$ cat src/rtl/cram_wr_arb_pkg.sv
// Shared definitions for the palette CRAM write path: bus widths, FIFO entry
// layout and the arbiter state encoding.
package cram_wr_arb_pkg;

  localparam int CRAM_AW = 8;
  localparam int CRAM_DW = 15;
  localparam int ENTRY_W = CRAM_AW + CRAM_DW;
  localparam int BURST_W = 8;

  typedef enum logic [1:0] {
    ARB_IDLE = 2'd0,
    ARB_CPU  = 2'd1,
    ARB_DMA  = 2'd2
  } arb_state_e;

  typedef struct packed {
    logic [CRAM_AW-1:0] addr;
    logic [CRAM_DW-1:0] data;
  } cram_entry_t;

endpackage

$ cat src/rtl/cram_wr_fifo.sv
// Small synchronous FIFO buffering Z80 palette writes as {addr,data} entries.
// Pushes while full are ignored; the owner is expected to pop only when non-empty.
module cram_wr_fifo
  import cram_wr_arb_pkg::*;
#(
  parameter int FIFO_DEPTH = 4,
  localparam int CW = $clog2(FIFO_DEPTH + 1),
  localparam int PW = $clog2(FIFO_DEPTH)
) (
  input  logic               clk,
  input  logic               rst_n,
  input  logic               push_i,
  input  logic [ENTRY_W-1:0] wdata_i,
  input  logic               pop_i,
  output logic [ENTRY_W-1:0] rdata_o,
  output logic               full_o,
  output logic               empty_o
);

  logic [PW-1:0]      wr_ptr_q, wr_ptr_d;
  logic [PW-1:0]      rd_ptr_q, rd_ptr_d;
  logic [CW-1:0]      count_q, count_d;
  logic [ENTRY_W-1:0] mem_q [FIFO_DEPTH];
  logic               do_push, do_pop;

  assign full_o  = (count_q == CW'(FIFO_DEPTH));
  assign empty_o = (count_q == '0);
  assign do_push = push_i && !full_o;
  assign do_pop  = pop_i && !empty_o;
  assign rdata_o = mem_q[rd_ptr_q];

  // Power-of-two depth lets the pointers wrap naturally.
  always_comb begin
    wr_ptr_d = do_push ? wr_ptr_q + 1'b1 : wr_ptr_q;
    rd_ptr_d = do_pop  ? rd_ptr_q + 1'b1 : rd_ptr_q;
    count_d  = count_q;
    if (do_push && !do_pop)      count_d = count_q + 1'b1;
    else if (do_pop && !do_push) count_d = count_q - 1'b1;
  end

  always_ff @(posedge clk or negedge rst_n) begin
    if (!rst_n) begin
      wr_ptr_q <= '0;
      rd_ptr_q <= '0;
      count_q  <= '0;
    end else begin
      wr_ptr_q <= wr_ptr_d;
      rd_ptr_q <= rd_ptr_d;
      count_q  <= count_d;
    end
  end

  always_ff @(posedge clk) begin
    if (do_push) mem_q[wr_ptr_q] <= wdata_i;
  end

endmodule

$ cat src/rtl/cram_wr_arb.sv
// Palette CRAM write-port arbiter: Z80 writes (via FIFO) versus the palette DMA
// loader, issued only on write slots and optionally only during blanking.
module cram_wr_arb
  import cram_wr_arb_pkg::*;
#(
  parameter int FIFO_DEPTH = 4,
  parameter int DMA_BURST  = 8,
  parameter bit BLANK_ONLY = 1'b0
) (
  input  logic               clk,
  input  logic               rst_n,
  input  logic               slot,
  input  logic               blank,
  input  logic               cpu_we,
  input  logic [CRAM_AW-1:0] cpu_addr,
  input  logic [CRAM_DW-1:0] cpu_data,
  output logic               cpu_full,
  output logic               cpu_ovf,
  input  logic               dma_req,
  input  logic [CRAM_AW-1:0] dma_addr,
  input  logic [CRAM_DW-1:0] dma_data,
  output logic               dma_ack,
  output logic               cram_we,
  output logic [CRAM_AW-1:0] cram_addr,
  output logic [CRAM_DW-1:0] cram_data,
  output logic               busy
);

  arb_state_e         state_q;
  logic [BURST_W-1:0] burst_q, burst_d;
  logic               cram_we_q, cpu_ovf_q;
  logic [CRAM_AW-1:0] cram_addr_q;
  logic [CRAM_DW-1:0] cram_data_q;

  logic               fifo_empty;
  logic [ENTRY_W-1:0] fifo_rdata;
  cram_entry_t        head;
  logic               dma_req_eff, slot_ok, grant, pick_dma, grant_cpu, grant_dma;

  cram_wr_fifo #(
    .FIFO_DEPTH(FIFO_DEPTH)
  ) u_fifo (
    .clk    (clk),
    .rst_n  (rst_n),
    .push_i (cpu_we),
    .wdata_i({cpu_addr, cpu_data}),
    .pop_i  (grant_cpu),
    .rdata_o(fifo_rdata),
    .full_o (cpu_full),
    .empty_o(fifo_empty)
  );

  assign head = fifo_rdata;

  // Masking with dma_ack stops the still-presented entry being written twice.
  assign dma_req_eff = dma_req && !dma_ack;
  assign slot_ok     = slot && (!BLANK_ONLY || blank);
  assign grant       = slot_ok && (!fifo_empty || dma_req_eff);
  assign pick_dma    = fifo_empty || (dma_req_eff && (burst_q < BURST_W'(DMA_BURST)));
  assign grant_cpu   = grant && !pick_dma;
  assign grant_dma   = grant && pick_dma;

  // Burst only counts DMA writes that actually held a CPU entry back.
  always_comb begin
    burst_d = burst_q;
    if (grant_cpu || !dma_req)
      burst_d = '0;
    else if (grant_dma && !fifo_empty && (burst_q < BURST_W'(DMA_BURST)))
      burst_d = burst_q + 1'b1;
  end

  always_ff @(posedge clk or negedge rst_n) begin
    if (!rst_n) begin
      state_q     <= ARB_IDLE;
      burst_q     <= '0;
      cram_we_q   <= 1'b0;
      cpu_ovf_q   <= 1'b0;
      cram_addr_q <= '0;
      cram_data_q <= '0;
    end else begin
      burst_q   <= burst_d;
      cram_we_q <= grant;
      cpu_ovf_q <= cpu_we && cpu_full;
      if (grant_cpu) begin
        state_q     <= ARB_CPU;
        cram_addr_q <= head.addr;
        cram_data_q <= head.data;
      end else if (grant_dma) begin
        state_q     <= ARB_DMA;
        cram_addr_q <= dma_addr;
        cram_data_q <= dma_data;
      end
    end
  end

  assign cram_we   = cram_we_q;
  assign cram_addr = cram_addr_q;
  assign cram_data = cram_data_q;
  assign cpu_ovf   = cpu_ovf_q;
  assign dma_ack   = cram_we_q && (state_q == ARB_DMA);
  assign busy      = !fifo_empty || cram_we_q;

endmodule

$ cat config.mk
export PLATFORM = sky130hd
export DESIGN_NAME = cram_wr_arb
export DESIGN_NICKNAME = d
export VERILOG_FILES = /design/src/rtl/cram_wr_arb_pkg.sv /design/src/rtl/cram_wr_fifo.sv /design/src/rtl/cram_wr_arb.sv
export SDC_FILE = /design/constraint.sdc
export NUM_CORES = 1
export LEC_CHECK = 0
export ABC_CLOCK_PERIOD_IN_PS = 3000
export CAP_MARGIN = 15
export CORE_MARGIN = 2
export CORE_UTILIZATION = 45
export CTS_BUF_LIST = sky130_fd_sc_hd__clkbuf_8
export DETAILED_ROUTE_END_ITERATION = 6
export HOLD_SLACK_MARGIN = 0.05
export PLACE_DENSITY = 0.68
export SYNTH_ARGS = -nofsm -noshare
export SYNTH_HDL_FRONTEND = slang
export SYNTH_SLANG_ARGS = --single-unit
$ cat constraint.sdc
create_clock -name clk -period 3 [get_ports clk]
set_input_delay 0.6 -clock clk [delete_from_list [all_inputs] [get_ports clk]]
set_output_delay 0.6 -clock clk [all_outputs]
set_load 0.02 [all_outputs]
==> run notes <==
run results: number of detailed-routing iterations run before antenna repair 6, crit path time final 2.51 ns, Final Max Tran Viols 0, hold buffers post-CTS 0, switching portion of total power 29.1%, register bit count reported by yosys roughly 130, OpenROAD warning count 30, Max VDD drop 0.320 mV, top area cells in the synthesized netlist sky130_fd_sc_hd__edfxtp_1, sky130_fd_sc_hd__dfrtp_1, sky130_fd_sc_hd__mux4_2, sky130_fd_sc_hd__o221a_2, sky130_fd_sc_hd__or3_2, top cells by count, synth sky130_fd_sc_hd__edfxtp_1, sky130_fd_sc_hd__dfrtp_1, sky130_fd_sc_hd__mux4_2, sky130_fd_sc_hd__o221a_2, sky130_fd_sc_hd__or3_2, first-pass GRT wire length 16400 um, run status complete, but fails checks, YS chip area about 5300 sq um, total congestion overflow 0, cell count along the critical path 9, violation tally from detailed-route iteration zero roughly 200, via count of the first global-routing pass between 3000 and 4000, number of nets still failing antenna checks after routing 0, number of buffers inserted during clock tree synthesis 17, Max-cap violations 0, cell repeated most along the worst path sky130_fd_sc_hd__xor2_1, Combinational Power Share between 30% and 40%, cell count after placement 514, maximum single-stage delay on the critical path 0.57 ns, I/O pin cnt 80, total of fill cells in the finished design 906, type of the setup path with the least slack reg2reg, gate count after technology mapping 292, nets in the synthesized netlist about 350, cell class contributing the biggest share of worst-path delay simple AND/OR/NAND/NOR gates, static leakage 2.42 nW, Reg area 3810 sq um, violated checks DRC, cell area after synthesis 5350 sq um, worst reg-to-reg path cell count 9, post-CTS resize count 0, Dominant cell area share 51.7%, clock transition at the register clock pins on the worst setup and hold paths after CTS 0.07 ns, number of synthesized flops with an enable pin 92, number of remaining DRC errors 6, Cell Pwr Density 927 nW/um^2, Clk pwr share 24.6%, power share of the sequential group 43.8%, overall power consumption 6.29 mW, Worst-Skew Late Latency 0.43 ns, Data required, critical path 3.36 ns, simple share 6.72%, class of the worst hold path in2async, Total Nets Final 449, combinational gate area 1450 sq um, Floorplan Utilization 46.4%, core region area 11500 sq um, power group with the largest share sequential cells, buffer count from post-CTS setup fixing 0, Clk Tree Root Cell sky130_fd_sc_hd__clkbuf_8, Clock Sinks 134, top comb family, area multiplexers, number of buffer and inverter instances along the worst setup path 1, layout cells sized above 1 28.5%, top achievable clock speed about 400 MHz, Most used DFF post-synth sky130_fd_sc_hd__edfxtp_1, Area growth, synth to finish 26.9%, power dissipated in combinational cells 1.99 mW, critical path endpoint category flop, XOR/XNOR Fraction of Synth Area 0.983%, Critical Path Start Type flop, # H-tree levels 4, cell type of the slowest stage on the worst timing path sky130_fd_sc_hd__or4_4, CTS Buffer Depth 2, biggest fanout along the worst timing path 4, count of instantiated cells in the yosys netlist 292, transition time at the pin with the least slew margin 1.15 ns, power attributed to sequential cells 2.76 mW, Net Switching 1.83 mW, number of antenna violations at the first check in global routing 0, final-report hold violation count 0, number of setup violations in the final report 0, average footprint of a synthesized cell 18.3 sq um, post-synthesis share of cell area spent on and-or and or-and gates 6.93%, post-synthesis async set-or-reset flop share 31.3%, most frequent cells in the layout sky130_fd_sc_hd__edfxtp_1, sky130_fd_sc_hd__clkdlybuf4s50_1, sky130_fd_sc_hd__dfrtp_1, sky130_fd_sc_hd__mux4_2, sky130_fd_sc_hd__o221a_2, setup clock skew after layout ~0.01 ns, Synth warnings 0, per-cell via count in the routed design 5.44, Adders+Majority by Area 1.78%, Mux area share between 10% and 20%, clock network power 1.55 mW, most frequently used cell type in the post-synthesis netlist sky130_fd_sc_hd__edfxtp_1, RSZ-0062 raised after global routing no, Cell Rows 39, Port Buffer Count 78, Die Area about 13000 sq um, biggest area consumer among synthesized cells sky130_fd_sc_hd__edfxtp_1, number of antenna diodes 0, CTS tree yes, die height about 110 um, pin count of the biggest net entering global routing 27, final standard cell count with taps included and fillers excluded 546, P_int about 4.5 mW, register area share after synthesis 71.3%, die boundary width 113 um, final period utilization between 80 and 90%, number of unique standard cell types used by synthesis approximately 40, Cell Chain, Critical Path or4_4 -> nor4b_4 -> nand2b_4 -> ha_1 -> inv_1 -> fa_1 -> xor2_1 -> nor2_1 -> xor2_1, most numerous logic cell after layout sky130_fd_sc_hd__edfxtp_1, arrival time at the worst endpoint 2.87 ns, sum of negative setup slack 0 ns, worst slew margin relative to its limit 23.1%, Final HPWL DP slightly below 7000 um, final weighted congestion in routability-driven placement 0.748
[per-stage QoR]
step	hold WS, ns	worst slack [ns]	instance area (sq um)
final	0.0980	0.491	6790
after global routing	0.0890	0.367	6790
after floorplan	0.304	0.339	5350
after global placement	0.474	0.405	6370
after CTS	0.0840	0.465	6790
after detailed placement	0.497	0.378	6370
[registers in the layout, summed over array words and instances, names as in the netlist]
register	flops
u_fifo.mem_q	92
cram_data	15
burst_q	8
cram_addr	8
u_fifo.count_q	3
state_q	2
u_fifo.rd_ptr_q	2
u_fifo.wr_ptr_q	2
cpu_ovf	1
cram_we	1
[area by class of cell]
class                           instances  area share, %
Sequential cell                       134           56.2
Multi-Input combinational cell        136           21.3
Timing Repair Buffer                   96           13.4
Clock buffer                           18           3.65
Tap cell                              143           2.64
Clock inverter                         14           2.47
Inverter                                5          0.276
[path summary, 6_finish.rpt]
kind	from	to	slack (ns)
hold / removal	rst_n	cram_data[5]$_DFFE_PN0P_	0.1
min in group clk	state_q[1]$_DFFE_PN0P_	state_q[1]$_DFFE_PN0P_	0.51
setup reg to reg	burst_q[6]$_DFFE_PN0P_	u_fifo.count_q[2]$_DFFE_PN0P_	0.49
hold reg to reg	state_q[1]$_DFFE_PN0P_	state_q[1]$_DFFE_PN0P_	0.51
max in group asynchronous	rst_n	u_fifo.rd_ptr_q[0]$_DFFE_PN0P_	2.18
setup / recovery	burst_q[6]$_DFFE_PN0P_	u_fifo.count_q[2]$_DFFE_PN0P_	0.49
[metal layers]
layer  vias up  share of wire, %  global-route usage [%]
met1      1522                43                    22.4
met5         -                 0                       0
li1       1365                 -                       -
met4         0              0.98                    7.72
met3         8               5.3                    4.50
met2        74                51                    28.3
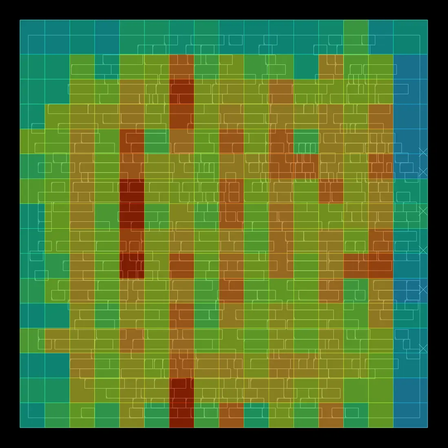
Figure 1: routing congestion map.
GR met1 Demand/Resource: 22.4%
end-of-flow core utilization: 58.9%
WL/cell: 19.0 um
GR peak layer: met2
overall routing resource usage: 17.4%

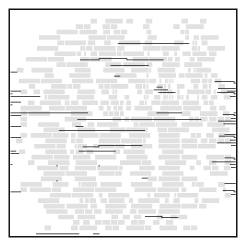
Figure 2: metal 3.
Scale: 2 px per um.
share of all routed wire = 5.3%
nets with wire on the layer = 45

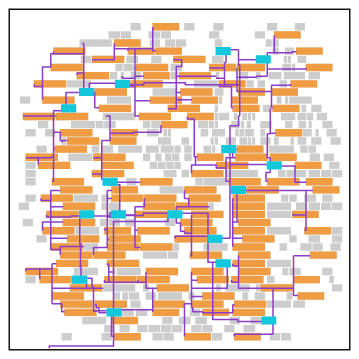
Figure 3: clock distribution.
Scale: 3 px per um.
purple -> clock wires  # length 1500 um
cyan -> clock-net drivers  # count 17
orange -> flip-flops  # count 134
routed clock nets = 18

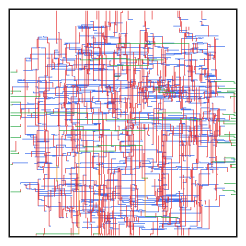
Figure 4: signal wires by layer.
Scale: 2 px per um.
red -> M2  # wire length 5290 um
blue -> M1  # wire length 4420 um
green -> M3  # wire length 549 um
orange -> M4  # wire length 102 um
via count: 2969
final WL: 10400 um

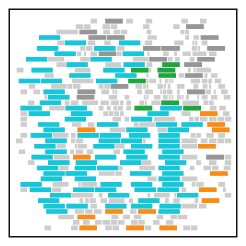
Figure 5: sequential cells grouped by signal name.
Scale: 2 px per um. Other sequential cells in the stronger gray, the rest of the logic in the fainter gray.
cyan -> u_fifo.mem_q  # placed flops 92
orange -> cram_data  # placed flops 15
green -> burst_q  # placed flops 8
not colored = 19

No activity file was given, so power comes from the tool's default toggle rates.
